==> config.mk <==
export PLATFORM = sky130hd
export DESIGN_NAME = nanorv32_irq_ctrl_flat
export DESIGN_NICKNAME = d
export VERILOG_FILES = /design/src/rtl/nanorv32_irq_ctrl_if.sv /design/src/rtl/nanorv32_irq_ctrl.sv /design/src/flat_wrapper.sv
export SDC_FILE = /design/constraint.sdc
export NUM_CORES = 1
export LEC_CHECK = 0
export CAP_MARGIN = 20
export CORE_MARGIN = 2
export CORE_UTILIZATION = 37
export DETAILED_ROUTE_END_ITERATION = 10
export GPL_TIMING_DRIVEN = 0
export PLACE_DENSITY = 0.75
export SLEW_MARGIN = 5
export SYNTH_ARGS = -nofsm -noshare
export SYNTH_HDL_FRONTEND = slang
export SYNTH_SLANG_ARGS = --single-unit
==> constraint.sdc <==
create_clock -name clk -period 1.6 [get_ports clk]
set_clock_uncertainty 0.05 [all_clocks]
set_input_delay 0.24 -clock clk [delete_from_list [all_inputs] [get_ports clk]]
set_output_delay 0.24 -clock clk [all_outputs]
set_load 0.05 [all_outputs]
### Clock routing

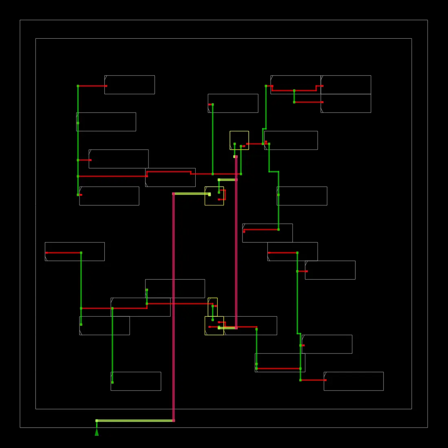
TritonCTS Sinks: 23
clock buffers: 4
sequential cells: 23
Inserted Clock Buffers: 3
clock latency on the worst-skew pair: 0.32 ns

### Signal wires on met2

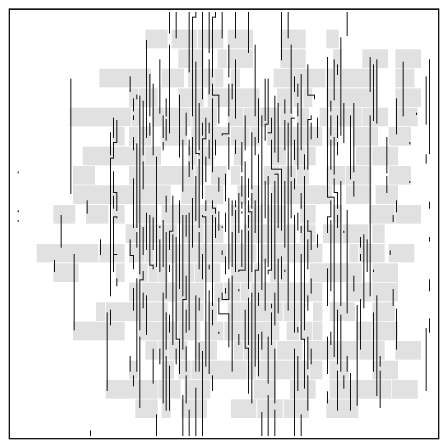
share of all routed wire: 48%
nets with wire on the layer: 213
longest straight run: 26.2 µm
main direction: vertical
wire length on this layer: 1830 µm
Vias: 1352
final wirelength: 3810 µm

### Cells by drive strength

Bar = 20 µm.
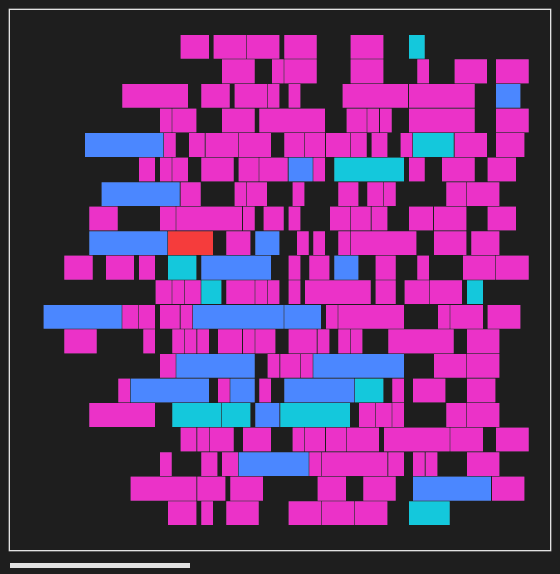
| colour | size | cells | share |
|---|---|---|---|
| cyan | _2 cells | 11 | 5.4% |
| magenta | _0 and _1 cells | 171 | 85% |
| red | _6 and larger | 1 | 0.50% |
| blue | _3 and _4 cells | 19 | 9.4% |
Final WS setup: -0.288 ns
non-clock buffer total of the final layout: 55
Area Overhead vs Synth: 59.7%
Finished Cell Area: 1840 µm²

### Metal layers overlaid

Two of the layers only.
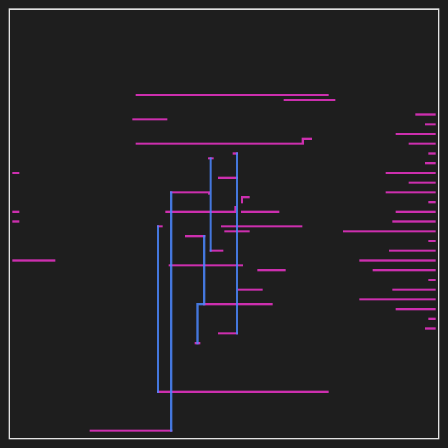
| colour | layer | wire length |
|---|---|---|
| magenta | metal 3 | 284 µm |
| blue | metal 4 | 110 µm |
drt wl/cell: 16.2 µm
Global Route Usage Sum: 21.3%

==> results.json <==
{
  "pwr-share-comb_pct": 34.0,
  "core_region_area_um2": 3000,
  "ant_nets": 0,
  "setup_ws_ns": -0.288,
  "drt-vias-per-instance": 5.75,
  "rsz0062_at_grt": "true",
  "dpl.hpwl_um": 2770,
  "drc": 0,
  "syn_nets": 177,
  "drive_gt1_share_pct": 15.3,
  "period_needed_ns": 1.89,
  "p_seq_share_pct": 46.6,
  "violations": "negative setup slack",
  "ctsHoldBuffers": 0,
  "io_pins": 51,
  "yosys_area_um2": 1150,
  "die_y_um": 59.8,
  "r2r_slack_ns": -0.29,
  "tool_warnings": 29,
  "synth_seq_share_pct": 39.9,
  "cts.path.max_buffers": 2,
  "path_max_fanout": 5,
  "arrival_ns": 2.03,
  "status": "finished, violations left",
  "finalSetupViolations": 2,
  "worstRegToRegCells": 6,
  "cp_top_family": "simple AND/OR/NAND/NOR gates",
  "p_int_uw": 905,
  "yosysUniqueCellTypes": 30,
  "clockRootBuffer": "clkbuf_4",
  "syn_area_um2": 1150,
  "cap_violations": 0
}
==> power by group through the flow <==
stage	Sequential (µW)	Clock (µW)	Combinational, µW
after floorplan	805	0	154
after global placement	676	0	469
after detailed placement	680	0	476
after CTS	665	282	456
after global routing	677	302	518
final	668	278	487
==> final cells by class <==
type / count / area [µm²]
Buffer: 4 / 28.8
Tap cell: 33 / 41.3
Sequential cell: 23 / 489
Clock buffer: 4 / 26.3
Multi-Input combinational cell: 111 / 744
Fill cell: 268 / 1160
Inverter: 9 / 33.8
Timing Repair Buffer: 51 / 478
==> Yosys cell counts (all sizes together) <==
cell type  instances  share of area (%)
a21oi             15                6.5
nor2b              5                2.7
inv                9                2.9
or3                1               0.54
nand2b             1               0.54
dfxtp             23                 40
nor2              22                7.2
o21ai              5                2.2
nor4               1               0.54
or2                1               0.54
a22oi              6                3.9
and2b              1               0.65
and3               2                1.1
buf                1               0.65
nor3b              1               0.65
nor3               2               0.87
nor4b              1               0.76
o32ai              2                1.5
nand4b             1               0.76
a221oi             1               0.76
clkbuf             3               0.98
a32o               1               0.87
or4                1               0.65
or3b               1               0.76
nand4bb            1               0.98
mux2i              8                6.9
o31ai              3                2.0
a31oi             11                6.0
and2               1               0.54
nand2             16                5.2
==> cells by family (layout without fill, tap and decap cells) <==
| family | Yosys count | in the layout | synth area share, % |
|---|---|---|---|
| buf+inv | 13 | 68 | 4.56 |
| flops | 23 | 23 | 39.9 |
| simple gates | 59 | 59 | 24.9 |
| compound gates | 44 | 44 | 23.6 |
| mux | 8 | 8 | 6.94 |
==> per-layer routing <==
layer / vias up / routed length (µm) / global-route usage (%)
li1: 648 / - / -
met1: 626 / 1580 / 26.2
met2: 66 / 1830 / 36.6
met3: 12 / 284 / 3.25
met4: 0 / 110 / 9.21
met5: - / 0 / 0
==> through the flow <==
stage	power [µW]	cell area, µm²	utilization (%)	setup slack [ns]	hold WS, ns
after global routing	1500	1840	61.3	-0.282	0.294
after global placement	1150	1730	57.8	-0.798	0.418
after detailed placement	1160	1730	57.8	-0.773	0.439
after floorplan	959	1200	-	-0.0897	0.259
after CTS	1400	1750	58.4	-0.245	0.279
final	1430	1840	61.3	-0.288	0.271
==> worst min-delay path, cell delays in order <==
cell,delay [ns]
buf_4,0.17
mux2i_1,0.12
nor2_1,0.08
==> what timing repair did <==
item	CTS	global route
pin swaps	1	4
endpoints found under the setup margin	24	13
cloned	0	0
resized	26	25
buffers inserted	1	1
==> placed cells by master (no fill, tap or decap), types with 7 or more instances in the layout <==
cell,instances
nand2_1,16
nor2_1,22
dlygate4sd2_1,14
mux2i_1,8
dfxtp_1,14
a31oi_1,11
inv_1,9
dfxtp_4,7
clkdlybuf4s50_1,27
a21oi_1,15
Power figures rest on the tool's default switching activity, not on a simulated workload.
